File: src/rtl/ex_operand_stage_if.sv
// Bundle between decode/forwarding sources, the ID->EX operand stage and the ALU.
// The master side drives decode fields, forwarding results and out_ready; the slave is the stage.
interface ex_operand_stage_if #(
    parameter int XLEN       = 64,
    parameter int REG_ADDR_W = 5
);
    logic                  flush;
    logic                  in_valid;
    logic                  in_ready;
    logic [XLEN-1:0]       in_pc;
    logic [XLEN-1:0]       in_rs1_data;
    logic [XLEN-1:0]       in_rs2_data;
    logic [REG_ADDR_W-1:0] in_rs1_addr;
    logic [REG_ADDR_W-1:0] in_rs2_addr;
    logic [REG_ADDR_W-1:0] in_rd_addr;
    logic [XLEN-1:0]       in_imm;
    logic [3:0]            in_alu_ctrl;
    logic                  in_op1_sel;
    logic                  in_op2_sel;
    logic                  in_word;
    logic                  in_reg_we;
    logic                  fwd_ex_we;
    logic [REG_ADDR_W-1:0] fwd_ex_rd;
    logic [XLEN-1:0]       fwd_ex_data;
    logic                  fwd_wb_we;
    logic [REG_ADDR_W-1:0] fwd_wb_rd;
    logic [XLEN-1:0]       fwd_wb_data;
    logic                  out_valid;
    logic                  out_ready;
    logic [XLEN-1:0]       op1;
    logic [XLEN-1:0]       op2;
    logic [3:0]            alu_ctrl;
    logic [XLEN-1:0]       out_rs2_data;
    logic [XLEN-1:0]       out_pc;
    logic [REG_ADDR_W-1:0] out_rd_addr;
    logic                  out_reg_we;
    logic                  out_word;

    modport master (
        output flush, in_valid, in_pc, in_rs1_data, in_rs2_data, in_rs1_addr, in_rs2_addr,
               in_rd_addr, in_imm, in_alu_ctrl, in_op1_sel, in_op2_sel, in_word, in_reg_we,
               fwd_ex_we, fwd_ex_rd, fwd_ex_data, fwd_wb_we, fwd_wb_rd, fwd_wb_data, out_ready,
        input  in_ready, out_valid, op1, op2, alu_ctrl, out_rs2_data, out_pc, out_rd_addr,
               out_reg_we, out_word
    );

    modport slave (
        input  flush, in_valid, in_pc, in_rs1_data, in_rs2_data, in_rs1_addr, in_rs2_addr,
               in_rd_addr, in_imm, in_alu_ctrl, in_op1_sel, in_op2_sel, in_word, in_reg_we,
               fwd_ex_we, fwd_ex_rd, fwd_ex_data, fwd_wb_we, fwd_wb_rd, fwd_wb_data, out_ready,
        output in_ready, out_valid, op1, op2, alu_ctrl, out_rs2_data, out_pc, out_rd_addr,
               out_reg_we, out_word
    );
endinterface

File: src/rtl/ex_operand_stage.sv
// ID->EX stage: holds one decoded instruction, forwards EX/MEM and MEM/WB results into its
// source operands and conditions the ALU operands (PC/imm select, RV64 *W shift handling).
module ex_operand_stage #(
    parameter int XLEN       = 64,
    parameter int REG_ADDR_W = 5
) (
    input logic              clk,
    input logic              rst_n,
    ex_operand_stage_if.slave bus
);
    localparam logic [3:0] ALU_SLL = 4'h8;
    localparam logic [3:0] ALU_SRL = 4'h9;
    localparam logic [3:0] ALU_SRA = 4'hA;

    logic                  held_valid;
    logic [XLEN-1:0]       held_pc;
    logic [XLEN-1:0]       held_rs1_data;
    logic [XLEN-1:0]       held_rs2_data;
    logic [REG_ADDR_W-1:0] held_rs1_addr;
    logic [REG_ADDR_W-1:0] held_rs2_addr;
    logic [REG_ADDR_W-1:0] held_rd_addr;
    logic [XLEN-1:0]       held_imm;
    logic [3:0]            held_alu_ctrl;
    logic                  held_op1_sel;
    logic                  held_op2_sel;
    logic                  held_word;
    logic                  held_reg_we;

    logic                  accept;
    logic [XLEN-1:0]       fwd_rs1;
    logic [XLEN-1:0]       fwd_rs2;
    logic [XLEN-1:0]       op1_raw;
    logic [XLEN-1:0]       op2_raw;
    logic                  is_shift;

    // Handshake: a transfer happens on any rising edge where in_valid & in_ready; out_valid
    // marks held data for the ALU and is retired on an edge where out_ready is high.
    assign bus.in_ready = !held_valid || bus.out_ready;
    assign accept       = bus.in_valid && bus.in_ready;

    // EX/MEM is the younger producer so it has priority; x0 is hard-wired and never forwards.
    always_comb begin
        fwd_rs1 = held_rs1_data;
        if (held_rs1_addr != '0) begin
            if (bus.fwd_ex_we && bus.fwd_ex_rd == held_rs1_addr)
                fwd_rs1 = bus.fwd_ex_data;
            else if (bus.fwd_wb_we && bus.fwd_wb_rd == held_rs1_addr)
                fwd_rs1 = bus.fwd_wb_data;
        end
    end

    always_comb begin
        fwd_rs2 = held_rs2_data;
        if (held_rs2_addr != '0) begin
            if (bus.fwd_ex_we && bus.fwd_ex_rd == held_rs2_addr)
                fwd_rs2 = bus.fwd_ex_data;
            else if (bus.fwd_wb_we && bus.fwd_wb_rd == held_rs2_addr)
                fwd_rs2 = bus.fwd_wb_data;
        end
    end

    assign op1_raw  = held_op1_sel ? held_pc  : fwd_rs1;
    assign op2_raw  = held_op2_sel ? held_imm : fwd_rs2;
    assign is_shift = (held_alu_ctrl == ALU_SLL) || (held_alu_ctrl == ALU_SRL) ||
                      (held_alu_ctrl == ALU_SRA);

    // *W right shifts must see only the low word; the 32-bit result is sign-extended later.
    always_comb begin
        bus.op1 = op1_raw;
        if (held_word && held_alu_ctrl == ALU_SRL)
            bus.op1 = {{(XLEN-32){1'b0}}, op1_raw[31:0]};
        else if (held_word && held_alu_ctrl == ALU_SRA)
            bus.op1 = {{(XLEN-32){op1_raw[31]}}, op1_raw[31:0]};
    end

    always_comb begin
        bus.op2 = op2_raw;
        if (is_shift) begin
            if (held_word)
                bus.op2 = {{(XLEN-5){1'b0}}, op2_raw[4:0]};
            else
                bus.op2 = {{(XLEN-6){1'b0}}, op2_raw[5:0]};
        end
    end

    always_ff @(posedge clk) begin
        if (!rst_n) begin
            held_valid    <= 1'b0;
            held_pc       <= '0;
            held_rs1_data <= '0;
            held_rs2_data <= '0;
            held_rs1_addr <= '0;
            held_rs2_addr <= '0;
            held_rd_addr  <= '0;
            held_imm      <= '0;
            held_alu_ctrl <= '0;
            held_op1_sel  <= 1'b0;
            held_op2_sel  <= 1'b0;
            held_word     <= 1'b0;
            held_reg_we   <= 1'b0;
        end else if (bus.flush) begin
            held_valid <= 1'b0;
        end else if (accept) begin
            held_valid    <= 1'b1;
            held_pc       <= bus.in_pc;
            held_rs1_data <= bus.in_rs1_data;
            held_rs2_data <= bus.in_rs2_data;
            held_rs1_addr <= bus.in_rs1_addr;
            held_rs2_addr <= bus.in_rs2_addr;
            held_rd_addr  <= bus.in_rd_addr;
            held_imm      <= bus.in_imm;
            held_alu_ctrl <= bus.in_alu_ctrl;
            held_op1_sel  <= bus.in_op1_sel;
            held_op2_sel  <= bus.in_op2_sel;
            held_word     <= bus.in_word;
            held_reg_we   <= bus.in_reg_we;
        end else if (bus.out_ready) begin
            held_valid <= 1'b0;
        end else if (held_valid) begin
            // Stalled: capture forwarded values so a producer leaving WB is not lost.
            held_rs1_data <= fwd_rs1;
            held_rs2_data <= fwd_rs2;
        end
    end

    assign bus.out_valid    = held_valid;
    assign bus.alu_ctrl     = held_alu_ctrl;
    assign bus.out_rs2_data = fwd_rs2;
    assign bus.out_pc       = held_pc;
    assign bus.out_rd_addr  = held_rd_addr;
    assign bus.out_reg_we   = held_reg_we && held_valid;
    assign bus.out_word     = held_word;
endmodule

File: src/flat_wrapper.sv
// flat-port wrapper written by rule: the top's interface ports become plain ports
module ex_operand_stage_flat 
#(
    parameter int XLEN       = 64,
    parameter int REG_ADDR_W = 5
)
  (clk, rst_n, bus_flush, bus_in_valid, bus_in_pc, bus_in_rs1_data, bus_in_rs2_data, bus_in_rs1_addr, bus_in_rs2_addr, bus_in_rd_addr, bus_in_imm, bus_in_alu_ctrl, bus_in_op1_sel, bus_in_op2_sel, bus_in_word, bus_in_reg_we, bus_fwd_ex_we, bus_fwd_ex_rd, bus_fwd_ex_data, bus_fwd_wb_we, bus_fwd_wb_rd, bus_fwd_wb_data, bus_out_ready, bus_in_ready, bus_out_valid, bus_op1, bus_op2, bus_alu_ctrl, bus_out_rs2_data, bus_out_pc, bus_out_rd_addr, bus_out_reg_we, bus_out_word);
  ex_operand_stage_if #(.XLEN(XLEN), .REG_ADDR_W(REG_ADDR_W)) bus_i ();
  input logic clk;
  input logic rst_n;
  input wire logic [$bits(bus_i.flush)-1:0] bus_flush;
  input wire logic [$bits(bus_i.in_valid)-1:0] bus_in_valid;
  input wire logic [$bits(bus_i.in_pc)-1:0] bus_in_pc;
  input wire logic [$bits(bus_i.in_rs1_data)-1:0] bus_in_rs1_data;
  input wire logic [$bits(bus_i.in_rs2_data)-1:0] bus_in_rs2_data;
  input wire logic [$bits(bus_i.in_rs1_addr)-1:0] bus_in_rs1_addr;
  input wire logic [$bits(bus_i.in_rs2_addr)-1:0] bus_in_rs2_addr;
  input wire logic [$bits(bus_i.in_rd_addr)-1:0] bus_in_rd_addr;
  input wire logic [$bits(bus_i.in_imm)-1:0] bus_in_imm;
  input wire logic [$bits(bus_i.in_alu_ctrl)-1:0] bus_in_alu_ctrl;
  input wire logic [$bits(bus_i.in_op1_sel)-1:0] bus_in_op1_sel;
  input wire logic [$bits(bus_i.in_op2_sel)-1:0] bus_in_op2_sel;
  input wire logic [$bits(bus_i.in_word)-1:0] bus_in_word;
  input wire logic [$bits(bus_i.in_reg_we)-1:0] bus_in_reg_we;
  input wire logic [$bits(bus_i.fwd_ex_we)-1:0] bus_fwd_ex_we;
  input wire logic [$bits(bus_i.fwd_ex_rd)-1:0] bus_fwd_ex_rd;
  input wire logic [$bits(bus_i.fwd_ex_data)-1:0] bus_fwd_ex_data;
  input wire logic [$bits(bus_i.fwd_wb_we)-1:0] bus_fwd_wb_we;
  input wire logic [$bits(bus_i.fwd_wb_rd)-1:0] bus_fwd_wb_rd;
  input wire logic [$bits(bus_i.fwd_wb_data)-1:0] bus_fwd_wb_data;
  input wire logic [$bits(bus_i.out_ready)-1:0] bus_out_ready;
  output wire logic [$bits(bus_i.in_ready)-1:0] bus_in_ready;
  output wire logic [$bits(bus_i.out_valid)-1:0] bus_out_valid;
  output wire logic [$bits(bus_i.op1)-1:0] bus_op1;
  output wire logic [$bits(bus_i.op2)-1:0] bus_op2;
  output wire logic [$bits(bus_i.alu_ctrl)-1:0] bus_alu_ctrl;
  output wire logic [$bits(bus_i.out_rs2_data)-1:0] bus_out_rs2_data;
  output wire logic [$bits(bus_i.out_pc)-1:0] bus_out_pc;
  output wire logic [$bits(bus_i.out_rd_addr)-1:0] bus_out_rd_addr;
  output wire logic [$bits(bus_i.out_reg_we)-1:0] bus_out_reg_we;
  output wire logic [$bits(bus_i.out_word)-1:0] bus_out_word;
  assign bus_i.flush = bus_flush;
  assign bus_i.in_valid = bus_in_valid;
  assign bus_i.in_pc = bus_in_pc;
  assign bus_i.in_rs1_data = bus_in_rs1_data;
  assign bus_i.in_rs2_data = bus_in_rs2_data;
  assign bus_i.in_rs1_addr = bus_in_rs1_addr;
  assign bus_i.in_rs2_addr = bus_in_rs2_addr;
  assign bus_i.in_rd_addr = bus_in_rd_addr;
  assign bus_i.in_imm = bus_in_imm;
  assign bus_i.in_alu_ctrl = bus_in_alu_ctrl;
  assign bus_i.in_op1_sel = bus_in_op1_sel;
  assign bus_i.in_op2_sel = bus_in_op2_sel;
  assign bus_i.in_word = bus_in_word;
  assign bus_i.in_reg_we = bus_in_reg_we;
  assign bus_i.fwd_ex_we = bus_fwd_ex_we;
  assign bus_i.fwd_ex_rd = bus_fwd_ex_rd;
  assign bus_i.fwd_ex_data = bus_fwd_ex_data;
  assign bus_i.fwd_wb_we = bus_fwd_wb_we;
  assign bus_i.fwd_wb_rd = bus_fwd_wb_rd;
  assign bus_i.fwd_wb_data = bus_fwd_wb_data;
  assign bus_i.out_ready = bus_out_ready;
  assign bus_in_ready = bus_i.in_ready;
  assign bus_out_valid = bus_i.out_valid;
  assign bus_op1 = bus_i.op1;
  assign bus_op2 = bus_i.op2;
  assign bus_alu_ctrl = bus_i.alu_ctrl;
  assign bus_out_rs2_data = bus_i.out_rs2_data;
  assign bus_out_pc = bus_i.out_pc;
  assign bus_out_rd_addr = bus_i.out_rd_addr;
  assign bus_out_reg_we = bus_i.out_reg_we;
  assign bus_out_word = bus_i.out_word;
  ex_operand_stage #(.XLEN(XLEN), .REG_ADDR_W(REG_ADDR_W)) u_core (.clk(clk), .rst_n(rst_n), .bus(bus_i));
endmodule
File: config.mk
export PLATFORM = sky130hd
export DESIGN_NAME = ex_operand_stage_flat
export DESIGN_NICKNAME = d
export VERILOG_FILES = /design/src/rtl/ex_operand_stage_if.sv /design/src/rtl/ex_operand_stage.sv /design/src/flat_wrapper.sv
export SDC_FILE = /design/constraint.sdc
export NUM_CORES = 1
export LEC_CHECK = 0
export ABC_AREA = 1
export CAP_MARGIN = 40
export CORE_AREA = 2 2 271 273
export CTS_BUF_LIST = sky130_fd_sc_hd__clkbuf_16
export DETAILED_ROUTE_END_ITERATION = 12
export DIE_AREA = 0 0 273 275
export PLACE_DENSITY_LB_ADDON = 0.2
export SLEW_MARGIN = 40
export SYNTH_ARGS = -nofsm -noshare
export SYNTH_HDL_FRONTEND = slang
export SYNTH_SLANG_ARGS = --single-unit
File: constraint.sdc
create_clock -name clk -period 3.9 [get_ports clk]
set_input_delay 0.975 -clock clk [delete_from_list [all_inputs] [get_ports clk]]
set_output_delay 0.975 -clock clk [all_outputs]
set_load 0.01 [all_outputs]
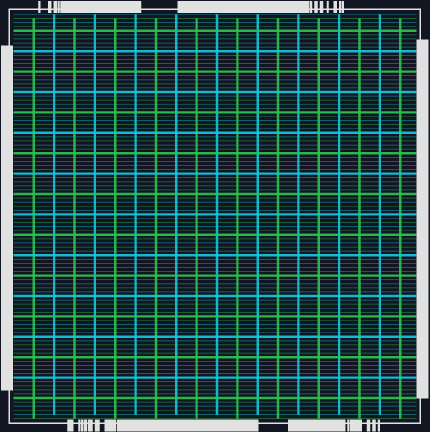
(images/pdn.png)
(1.5 px per µm) Pins as bars on the die edge.
VSS: shown in green. VDD: shown in cyan.
19 straps on met5. 693 signal pins sit on the boundary. 19 straps on met4. 100 met1 rails follow the rows.
core area: 72300 µm²
Max rail drop VDD: 242 µV
Chip Width: 273 µm

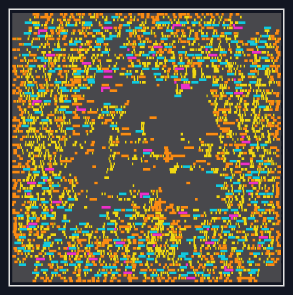
(images/cell_classes.png)
(1 px per µm) Fill, decap, tap and diode cells in grey.
all other logic: shown in yellow, cells 2679. clock drivers and dummy loads: shown in magenta, cells 71. flip-flops: shown in cyan, cells 280. other buffers and delay cells: shown in orange, cells 877.
design area: 28700 µm²
Core Rows: 99
Seq/total area: 19.6%

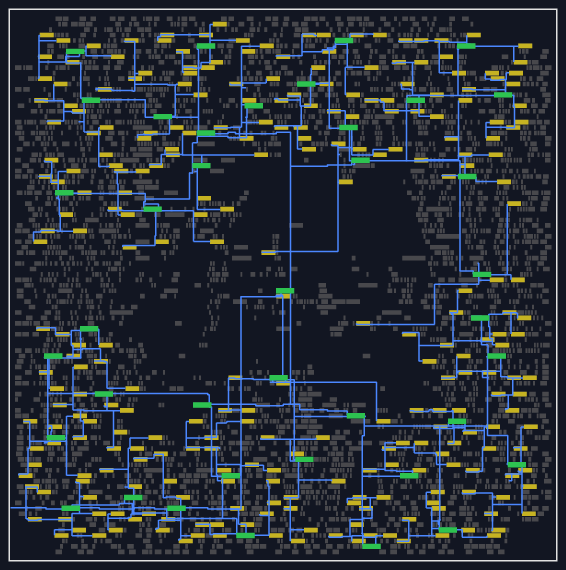
(images/clock_map.png)
(2 px per µm)
clock wires: shown in blue, length 5590 µm. cells driving clock nets: shown in green, count 39. flip-flops: shown in yellow, count 280.
Position of the flops: spread over the die.
Clk pwr share: 36.5%
clk pwr: 3380 µW
Latency at later pin: 0.57 ns
clock skew: 0.0252 ns

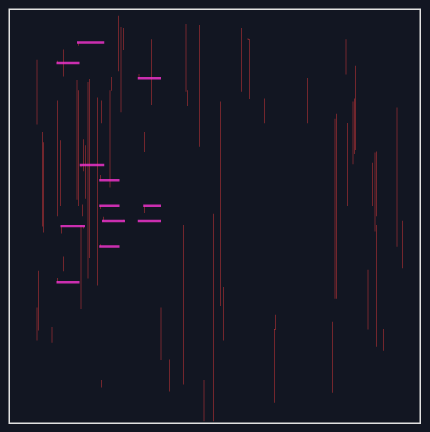
(images/metal_stack.png)
(1.5 px per µm) Two of the layers only.
met4: shown in red, wire length 3030 µm. met5: shown in magenta, wire length 161 µm.

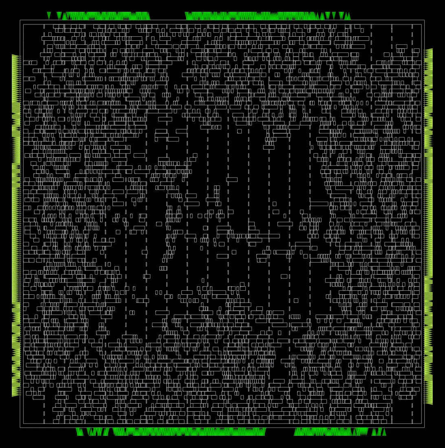
(images/final_placement.png)
fill count: 8080
fin util: 39.6%
# Taps: 959
Non-Filler Instances: 4878
flip-flops: 280

==> out/results.ini <==
[outcome]
status = complete, no violations

[clock_network]
path_clk_slew_ns = 0.05
clock_sinks = 280

[critical_path]
critPathBufInv = 5
crit_family = buffers and inverters
crit_chain = dlygate4sd2_1 -> nand2_1 -> nor2_2 -> nand3_4 -> buf_4 -> buf_6 -> bufbuf_16 -> nor2_1 -> nor2_1 -> nand2_1 -> nand2_2 -> o21ai_2 -> clkdlybuf4s15_2
cp_slowest_stage_delay_ns = 0.29

[timing]
worstMarginPinSlew_ns = 0.820
setup_slack_ns = 0.0637
setup_viol = 0
period_used_pct = 98.4
fmax_mhz = 261

[routing]
routedWlPerCell_um = 20.3
ant_nets = 0
route.met2.wl_um = 49400

[grt]
grt_max_degree = 136

[yosys]
yosys_area_um2 = 17800
fp_nets = 3623

[place]
place_congestion = 0.874
dp_slack_ns = -0.696

[die]
initial_core_util_pct = 24.6

[run]
tool_warnings = 34

[final_layout]
nNetsFinal = 4301

[Yosys cell counts]
cell	count	share of area, %
nand2_1	965	20
nor2_1	560	12
a21oi_1	370	10
inv_1	313	6.6
dfxtp_1	280	31
o21ai_0	272	7.6
clkbuf_1	160	3.4
nand3_1	139	3.9
buf_2	68	1.9
nand3b_1	33	1.4
buf_1	9	0.19
inv_2	7	0.15
nand4_1	4	0.14
buf_6	3	0.19
nand2_2	3	0.11
nor3_1	2	0.056
o21ai_1	2	0.056
and3_1	1	0.035
clkinv_1	1	0.021
nand3_2	1	0.056
nor2_2	1	0.035
nor3b_1	1	0.042
nor4_1	1	0.035
o211ai_1	1	0.042
o21bai_1	1	0.042
o22ai_1	1	0.035
[registers in the layout (all words and copies together) (netlist names)]
signal,flops
u_core.held_op1_sel,1
u_core.held_rs2_data,64
u_core.held_rs1_data,64
u_core.held_rs2_addr,5
u_core.held_imm,64
u_core.held_reg_we,1
u_core.bus.out_word,1
u_core.bus.out_valid,1
u_core.held_rs1_addr,5
u_core.bus.out_rd_addr,5
u_core.bus.out_pc,64
u_core.held_op2_sel,1
u_core.bus.alu_ctrl,4
[layout make-up]
cell class                      count  area [µm²]
Fill cell                        8080       43700
Sequential cell                   280        5610
Antenna cell                       12        30.0
Tap cell                          959        1200
Clock buffer                       41        1030
Timing Repair Buffer              877        8890
Clock inverter                     30         134
Inverter                          321        1220
Multi-Input combinational cell   2358       10600
[kinds of logic after synthesis]
kind of cell    Yosys count
buf+inv                 561
compound gates          647
simple gates           1711
flops                   280
[per-stage QoR]
stage	TNS, ns	cells	utilization (%)	hold slack (ns)
2_1_floorplan	0	3199	-	0.437
3_3_place_gp	-104.23	4742	36.6	0.446
3_5_place_dp	-110.38	4742	36.6	0.449
4_1_cts	-2.09	4855	39.4	0.458
5_1_grt	-0.181	4869	39.6	0.471
6_report	0	4878	39.6	0.456
[what timing repair did]
| item | CTS | global route |
|---|---|---|
| setup buffers | 25 | 10 |
| setup endpoints to repair | 192 | 187 |
| gates cloned | 17 | 2 |
| resized | 482 | 142 |
| pin swaps | 28 | 35 |
[power by group]
| group | internal (µW) | leakage [µW] | switching (µW) | total [µW] |
|---|---|---|---|---|
| combinational | 1260 | 0.0107 | 1510 | 2770 |
| sequential | 3020 | 0.00229 | 90.9 | 3110 |
| clock | 1890 | 0.000608 | 1490 | 3380 |
| total | 6170 | 0.0136 | 3090 | 9260 |
[per-layer routing]
layer | GRT usage [%] | vias to the layer above
li1 | - | 11300
met3 | 5.98 | 153
met4 | 7.77 | 24
met1 | 29.4 | 10400
met5 | 0 | -
met2 | 45.5 | 738
[worst paths after layout]
check / startpoint / to / slack, ns / depth (start not counted)
min reg2reg: u_core.held_imm[22] / u_core.held_imm[22] / 0.46 / 2
max reg2reg: u_core.held_rs2_addr[1] / u_core.held_rs2_data[62] / 1.56 / 17
max: bus_fwd_ex_we / bus_op1[27] / 0.06 / 13
min: u_core.held_imm[22] / u_core.held_imm[22] / 0.46 / 2
[worst register-to-register path: cells and delay by family, from the launching register on]
kind | cells | cell delay (ns)
buffers and inverters | 6 | 0.96
and+or+nand+nor | 10 | 0.78
DFF | 1 | 0.41
AOI/OAI and AO/OA | 1 | 0.11
Power figures rest on the tool's default switching activity, not on a simulated workload.
